run_1/drive_strength.png
Bar = 20 um.
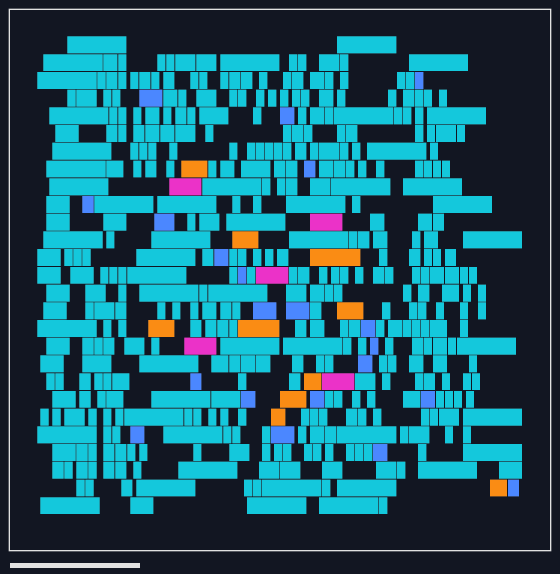
run_1/metal_stack.png
Bar = 20 um.
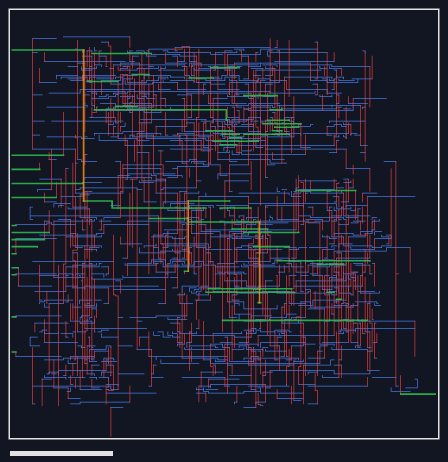
run_1/registers.png
Bar = 20 um. Other sequential cells in the stronger grey, the rest of the logic in the fainter grey.
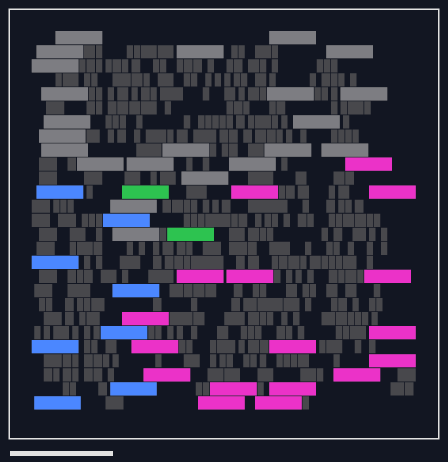
File: src/rtl/pll_reset_seq_pkg.sv
// Shared types and helpers for the PLL reset sequencer.
// Latency: n/a (types and constants only).
// Backpressure: n/a.
//   state_t   : sequencer FSM states
//   LOST_W    : width of the lock-loss event counter
//   cnt_width : width of a counter that must reach the largest of three limits
package pll_reset_pkg;

  typedef enum logic [1:0] {
    ST_WAIT    = 2'd0,
    ST_STABLE  = 2'd1,
    ST_RELEASE = 2'd2,
    ST_RUN     = 2'd3
  } state_t;

  localparam int LOST_W = 8;

  // One spare bit above $clog2 so that a limit that is an exact power of two
  // still fits without wrapping.
  function automatic int cnt_width(input int a, input int b, input int c);
    int m;
    m = a;
    if (b > m) m = b;
    if (c > m) m = c;
    return $clog2(m) + 1;
  endfunction

endpackage

File: src/rtl/pll_reset_seq_if.sv
// Status/control bundle between the PLL reset sequencer and its system.
// Latency: n/a (wires only).
// Backpressure: none; all signals are level or single-cycle pulses.
//   locked       : raw PLL lock, asynchronous to clk
//   lost_clr     : one-cycle pulse clearing lost_count
//   sys_rst_n    : core reset, active-low, released first
//   periph_rst_n : peripheral reset, active-low, released later
//   ready        : mirrors periph_rst_n
//   lost_count   : saturating lock-loss counter
//   timeout_err  : sticky lock-timeout flag
interface pll_reset_seq_if;
  import pll_reset_pkg::*;

  logic              locked;
  logic              lost_clr;
  logic              sys_rst_n;
  logic              periph_rst_n;
  logic              ready;
  logic [LOST_W-1:0] lost_count;
  logic              timeout_err;

  // Sequencer side
  modport slave (
    input  locked,
    input  lost_clr,
    output sys_rst_n,
    output periph_rst_n,
    output ready,
    output lost_count,
    output timeout_err
  );

  // System side
  modport master (
    output locked,
    output lost_clr,
    input  sys_rst_n,
    input  periph_rst_n,
    input  ready,
    input  lost_count,
    input  timeout_err
  );

endinterface

File: src/rtl/pll_reset_seq_bit_sync.sv
// Two-flop synchronizer for a single asynchronous level into clk.
// Latency: 2 clk edges from a sampled input change to q.
// Backpressure: none.
//   clk, rst_n : destination clock, async active-low reset (flops clear to 0)
//   d          : asynchronous input
//   q          : synchronized output
module bit_sync (
  input  logic clk,
  input  logic rst_n,
  input  logic d,
  output logic q
);

  logic meta_q, meta_d;
  logic sync_q, sync_d;

  always_comb begin
    meta_d = d;
    sync_d = meta_q;
  end

  always_ff @(posedge clk or negedge rst_n) begin
    if (!rst_n) begin
      meta_q <= 1'b0;
      sync_q <= 1'b0;
    end else begin
      meta_q <= meta_d;
      sync_q <= sync_d;
    end
  end

  assign q = sync_q;

endmodule

File: src/rtl/pll_reset_seq.sv
// Staged reset release behind a PLL lock, with loss counting and lock timeout.
// Latency: sys_rst_n rises LOCK_CYCLES+1 edges after lock is first sampled,
//          periph_rst_n STAGE_GAP edges later; loss asserts resets 2 edges after sampling.
// Backpressure: none; outputs are registered levels.
//   clk, rst_n : PLL output clock, async active-low reset
//   bus        : locked/lost_clr in; sys_rst_n, periph_rst_n, ready,
//                lost_count, timeout_err out
module pll_reset_seq
  import pll_reset_pkg::*;
#(
  parameter int LOCK_CYCLES    = 1024,
  parameter int STAGE_GAP      = 16,
  parameter int TIMEOUT_CYCLES = 65536
) (
  input  logic            clk,
  input  logic            rst_n,
  pll_reset_seq_if.slave  bus
);

  localparam int CW = cnt_width(LOCK_CYCLES, STAGE_GAP, TIMEOUT_CYCLES);

  localparam logic [CW-1:0] LOCK_LAST = CW'(LOCK_CYCLES - 1);
  localparam logic [CW-1:0] GAP_LAST  = CW'(STAGE_GAP - 1);
  localparam logic [CW-1:0] TO_LAST   = CW'(TIMEOUT_CYCLES - 1);
  localparam logic [CW-1:0] CNT_ONE   = CW'(1);

  localparam logic [LOST_W-1:0] LOST_MAX = '1;
  localparam logic [LOST_W-1:0] LOST_ONE = LOST_W'(1);

  logic locked_s;

  state_t            state_q, state_d;
  logic [CW-1:0]     cnt_q, cnt_d;
  logic [CW-1:0]     tcnt_q, tcnt_d;
  logic              sys_rst_n_q, sys_rst_n_d;
  logic              periph_rst_n_q, periph_rst_n_d;
  logic              ready_q, ready_d;
  logic [LOST_W-1:0] lost_count_q, lost_count_d;
  logic              timeout_err_q, timeout_err_d;

  logic loss;
  logic acquiring;

  // The only consumer of the raw lock input.
  bit_sync u_lock_sync (
    .clk   (clk),
    .rst_n (rst_n),
    .d     (bus.locked),
    .q     (locked_s)
  );

  // Only a drop after release is a counted loss event.
  assign loss      = ((state_q == ST_RELEASE) || (state_q == ST_RUN)) && !locked_s;
  assign acquiring = (state_q == ST_WAIT) || (state_q == ST_STABLE);

  always_comb begin
    state_d        = state_q;
    cnt_d          = cnt_q;
    sys_rst_n_d    = sys_rst_n_q;
    periph_rst_n_d = periph_rst_n_q;

    case (state_q)
      ST_WAIT: begin
        cnt_d = '0;
        if (locked_s) begin
          // This cycle is already the first good lock cycle, so count it.
          state_d = ST_STABLE;
          cnt_d   = CNT_ONE;
        end
      end

      ST_STABLE: begin
        if (!locked_s) begin
          state_d = ST_WAIT;
          cnt_d   = '0;
        end else if (cnt_q == LOCK_LAST) begin
          state_d     = ST_RELEASE;
          cnt_d       = '0;
          sys_rst_n_d = 1'b1;
        end else begin
          cnt_d = cnt_q + CNT_ONE;
        end
      end

      ST_RELEASE: begin
        if (!locked_s) begin
          state_d        = ST_WAIT;
          cnt_d          = '0;
          sys_rst_n_d    = 1'b0;
          periph_rst_n_d = 1'b0;
        end else if (cnt_q == GAP_LAST) begin
          state_d        = ST_RUN;
          cnt_d          = '0;
          periph_rst_n_d = 1'b1;
        end else begin
          cnt_d = cnt_q + CNT_ONE;
        end
      end

      ST_RUN: begin
        if (!locked_s) begin
          state_d        = ST_WAIT;
          cnt_d          = '0;
          sys_rst_n_d    = 1'b0;
          periph_rst_n_d = 1'b0;
        end
      end

      default: begin
        state_d        = ST_WAIT;
        cnt_d          = '0;
        sys_rst_n_d    = 1'b0;
        periph_rst_n_d = 1'b0;
      end
    endcase

    ready_d = periph_rst_n_d;

    // A clear always wins, but a loss in the same cycle is still recorded.
    lost_count_d = lost_count_q;
    if (bus.lost_clr) begin
      lost_count_d = loss ? LOST_ONE : '0;
    end else if (loss && (lost_count_q != LOST_MAX)) begin
      lost_count_d = lost_count_q + LOST_ONE;
    end

    // Timeout counter parks at its limit once the sticky flag is set.
    tcnt_d        = tcnt_q;
    timeout_err_d = timeout_err_q;
    if (acquiring) begin
      if (tcnt_q == TO_LAST) begin
        timeout_err_d = 1'b1;
      end else begin
        tcnt_d = tcnt_q + CNT_ONE;
      end
    end
    if (!acquiring || (state_d == ST_RELEASE)) begin
      tcnt_d = '0;
    end
  end

  always_ff @(posedge clk or negedge rst_n) begin
    if (!rst_n) begin
      state_q        <= ST_WAIT;
      cnt_q          <= '0;
      tcnt_q         <= '0;
      sys_rst_n_q    <= 1'b0;
      periph_rst_n_q <= 1'b0;
      ready_q        <= 1'b0;
      lost_count_q   <= '0;
      timeout_err_q  <= 1'b0;
    end else begin
      state_q        <= state_d;
      cnt_q          <= cnt_d;
      tcnt_q         <= tcnt_d;
      sys_rst_n_q    <= sys_rst_n_d;
      periph_rst_n_q <= periph_rst_n_d;
      ready_q        <= ready_d;
      lost_count_q   <= lost_count_d;
      timeout_err_q  <= timeout_err_d;
    end
  end

  assign bus.sys_rst_n    = sys_rst_n_q;
  assign bus.periph_rst_n = periph_rst_n_q;
  assign bus.ready        = ready_q;
  assign bus.lost_count   = lost_count_q;
  assign bus.timeout_err  = timeout_err_q;

endmodule

File: src/flat_wrapper.sv
// flat-port wrapper written by rule: the top's interface ports become plain ports
module pll_reset_seq_flat import pll_reset_pkg::*;
#(
  parameter int LOCK_CYCLES    = 1024,
  parameter int STAGE_GAP      = 16,
  parameter int TIMEOUT_CYCLES = 65536
)
  (clk, rst_n, bus_locked, bus_lost_clr, bus_sys_rst_n, bus_periph_rst_n, bus_ready, bus_lost_count, bus_timeout_err);
  pll_reset_seq_if bus_i ();
  input  logic clk;
  input  logic rst_n;
  input wire logic [$bits(bus_i.locked)-1:0] bus_locked;
  input wire logic [$bits(bus_i.lost_clr)-1:0] bus_lost_clr;
  output wire logic [$bits(bus_i.sys_rst_n)-1:0] bus_sys_rst_n;
  output wire logic [$bits(bus_i.periph_rst_n)-1:0] bus_periph_rst_n;
  output wire logic [$bits(bus_i.ready)-1:0] bus_ready;
  output wire logic [$bits(bus_i.lost_count)-1:0] bus_lost_count;
  output wire logic [$bits(bus_i.timeout_err)-1:0] bus_timeout_err;
  assign bus_i.locked = bus_locked;
  assign bus_i.lost_clr = bus_lost_clr;
  assign bus_sys_rst_n = bus_i.sys_rst_n;
  assign bus_periph_rst_n = bus_i.periph_rst_n;
  assign bus_ready = bus_i.ready;
  assign bus_lost_count = bus_i.lost_count;
  assign bus_timeout_err = bus_i.timeout_err;
  pll_reset_seq #(.LOCK_CYCLES(LOCK_CYCLES), .STAGE_GAP(STAGE_GAP), .TIMEOUT_CYCLES(TIMEOUT_CYCLES)) u_core (.clk(clk), .rst_n(rst_n), .bus(bus_i));
endmodule
File: config.mk
export PLATFORM = sky130hd
export DESIGN_NAME = pll_reset_seq_flat
export DESIGN_NICKNAME = d
export VERILOG_FILES = /design/src/rtl/pll_reset_seq_pkg.sv /design/src/rtl/pll_reset_seq_if.sv /design/src/rtl/pll_reset_seq_bit_sync.sv /design/src/rtl/pll_reset_seq.sv /design/src/flat_wrapper.sv
export SDC_FILE = /design/constraint.sdc
export NUM_CORES = 1
export LEC_CHECK = 0
export ABC_AREA = 1
export CORE_MARGIN = 4
export CORE_UTILIZATION = 55
export DETAILED_ROUTE_END_ITERATION = 10
export HOLD_SLACK_MARGIN = 0.03
export PLACE_DENSITY = 0.71
export SETUP_SLACK_MARGIN = 0.15
export SLEW_MARGIN = 20
export SYNTH_ARGS = -nofsm -noshare
export SYNTH_HDL_FRONTEND = slang
export SYNTH_HIERARCHICAL = 1
export SYNTH_SLANG_ARGS = --single-unit
File: constraint.sdc
create_clock -name clk -period 4.1 [get_ports clk]
set_clock_uncertainty 0.2 [all_clocks]
set_input_delay 0.41 -clock clk [delete_from_list [all_inputs] [get_ports clk]]
set_output_delay 0.41 -clock clk [all_outputs]
set_load 0.02 [all_outputs]
==> notes.md, run 1 <==
Numbers from the implementation run.

The combinational power share is 5.8%. The met2 capacity usage during global routing is 31.0%. Each instance of the synthesized netlist takes up on average 7.36 sq um. The compound-cell area share of the yosys netlist is under 10%. The detailed-routing wirelength on met1 is between 3000 and 4000 um.

The number of nets in the final layout is 441. Wires add up to between 6000 and 7000 um. The report lists the number of cells resized after CTS as 0. dfrtp_1 takes more of the synthesized area than any other cell. The highest clock rate is 370 MHz.

The count of flip-flops with a built-in enable after synthesis is 0. Per the synthesis report, the single largest cell type by area occupies 39.8% of cell area. After global routing, the most crowded layer is met2. The number of sinks driven by the clock tree is 49. After floorplanning, the die was sized to cover 0.00687 sq mm. The met2 wire length is 2960 um. The cell with the largest stage delay on the worst path is ha_1. The kind of cell adding the most delay to the critical path is simple AND/OR/NAND/NOR gates. After detailed routing, the average wire length per cell comes to 13.0 um.

Looking at the clock tree report, the H-tree level count equals 2. The detailed-route via count is 2,735. Internal power comes to 0.619 mW. On met1, the global router reports a usage of 28.3%. Measured against its own limit, the worst slew margin works out to 49.6%. The final-layout clock buffer total is 5.

TritonRoute reported its final design rule violation total as 0. The most frequently used cell type in the post-synthesis netlist is nand2_1. The type of the setup path with the least slack is reg -> reg. The final layout report lists a non-clock buffer count of 17. The overall routing resource usage is 20.1%. Post-synthesis, Yosys gives the total cell area as 0.00308 sq mm.

Listed in order, past its start point the critical path passes ha_1 > nand3_1 > nor2_1 > nand2_1 > nor4b_1 > ha_1 > inv_1 > nand2_1 > nor2_1 > nand3_1 > xor2_1 > nor2_1. The flow ran to the end, and the final reports show no timing, DRC or antenna violations. The fraction of layout cells with a size suffix above 1 is 8.29%. The cell depth of the worst setup path is 12. The ratio of final minimum period to clock period is 65.9%. TritonCTS built the clock tree. The non-clock inverter total of the final layout is 52. The cell repeated most along the worst path is nor2_1. Leaving out filler cells and counting taps, the final layout contains 506. The multi-input combinational cell count is 308. The final-layout worst hold slack is around 0.15 ns. Counting pins that exceed their max-slew limit in the final report gives 0. The floorplan report lists the tap cell count as 72. The most used flip-flop cell after synthesis is dfrtp_1. The synthesis report gives the async set-or-reset register share as 100%. STA classifies the critical path endpoint as a flip-flop.

Per the post-CTS timing run, clock transition at the registers of the reported paths is 0.09 ns.
Back to the opening pictures, drive_strength.png:
- drive 2: blue (cells 21)
- drive 3 to 4: orange (cells 10)
- drive 6 and up: magenta (cells 5)
- drive 1 or less: cyan (cells 398)

Back to the opening pictures, metal_stack.png:
- met1: blue (wire length 3,180 um)
- met2: red (wire length 2,960 um)
- met4: orange (wire length 58.5 um)
- met3: green (wire length 386 um)

Back to the opening pictures, registers.png:
- u_core/state_q: green (flops 2)
- u_core/cnt_q: magenta (flops 17)
- u_core/bus.lost_count: blue (flops 8)

run_1/final_clocks.png
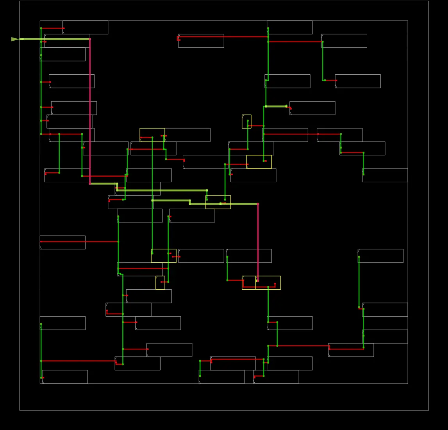

==> run 2: changes to the inputs <==
CORE_UTILIZATION = 54   (was 55)
PLACE_DENSITY = 0.73   (was 0.71)
clock period = 2.4 ns   (was 4.1 ns; I/O delays follow)
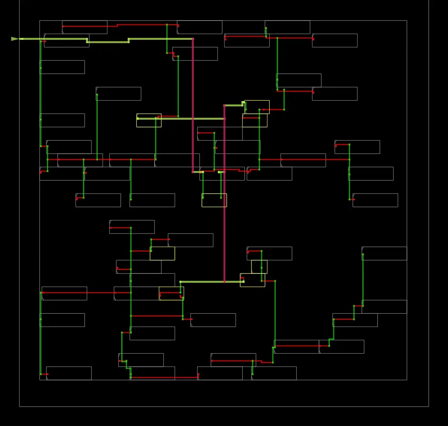
run_2/final_clocks.png
Clock Power: 0.555 mW
clock buffers created by TritonCTS: 5
clk sink count: 49

==> notes.md, run 2 <==
Numbers from the implementation run.

The run finished with clean final reports. The fraction of post-synthesis cell area in the top cell type by area is 39.8% (unchanged). The normalized max-slew margin is 58.1% (+8.5 points). The cell depth of the worst setup path is 12 (unchanged). The aggregate routed wire length is 7130 um (+8.4%).

The count of flip-flops with a built-in enable after synthesis is 0 (unchanged). The overall routing resource usage came to 20.2% (+0.15 points). The layer with the highest usage after global routing is met2. The final cell count without fillers is 531 (+4.9%). The number of tap cells inserted was 72 (unchanged). The worst setup path is captured at a flip-flop. The CTS H-tree depth was 2 (unchanged). The post-CTS resize count is 2 (+2).

The multi-input combinational cell count is 308 (unchanged). The internal cell power was 1.12 mW (+82%). The synthesis stats list as the most numerous cell nand2_1. The cell with the largest stage delay on the worst path is dfrtp_1.

The count of pins over their slew limit is 0 (unchanged). The met2 wire length is 3210 um (+8.6%). The cell sequence reported for the critical path is ha_2 > nand3_2 > nor2_1 > nand2_1 > nor4b_2 > ha_2 > clkinvlp_4 > nand2_2 > nor2_2 > nand3_1 > xor2_1 > nor2_1. The combinational power share was 5.7% (about the same). The final-layout clock buffer total was 7 (+2). The met1 layer usage reported by global route was 28.9% (+0.64 points). The wire length per cell after detailed routing is 13.4 um (+3.3%).

The met2 capacity usage during global routing is 31.4% (+0.40 points). The kind of cell adding the most delay to the critical path is simple AND/OR/NAND/NOR gates. The ratio of final minimum period to clock period came to 94.8% (+29 points). The compound-cell area share of the yosys netlist was 3.61% (unchanged).

The fraction of layout cells with a size suffix above 1 came to 15.0% (+6.7 points). The type of the setup path with the least slack is reg -> reg. The detailed-routing wirelength on met1 is 3330 um (+4.7%). The detailed-route via count came to 2,824 (+3.3%). The share of async-settable or async-resettable flops after synthesis came to 100% (unchanged). The largest total area in the synthesized netlist belongs to dfrtp_1. The post-synthesis average cell area is 7.36 sq um (unchanged).

The post-detailed-route DRC marker count is 0 (unchanged). The final-layout worst hold slack is 0.159 ns (+0.00523 ns). The number of nets in the final layout was 466 (+5.7%).
Power figures rest on the tool's default switching activity, not on a simulated workload.
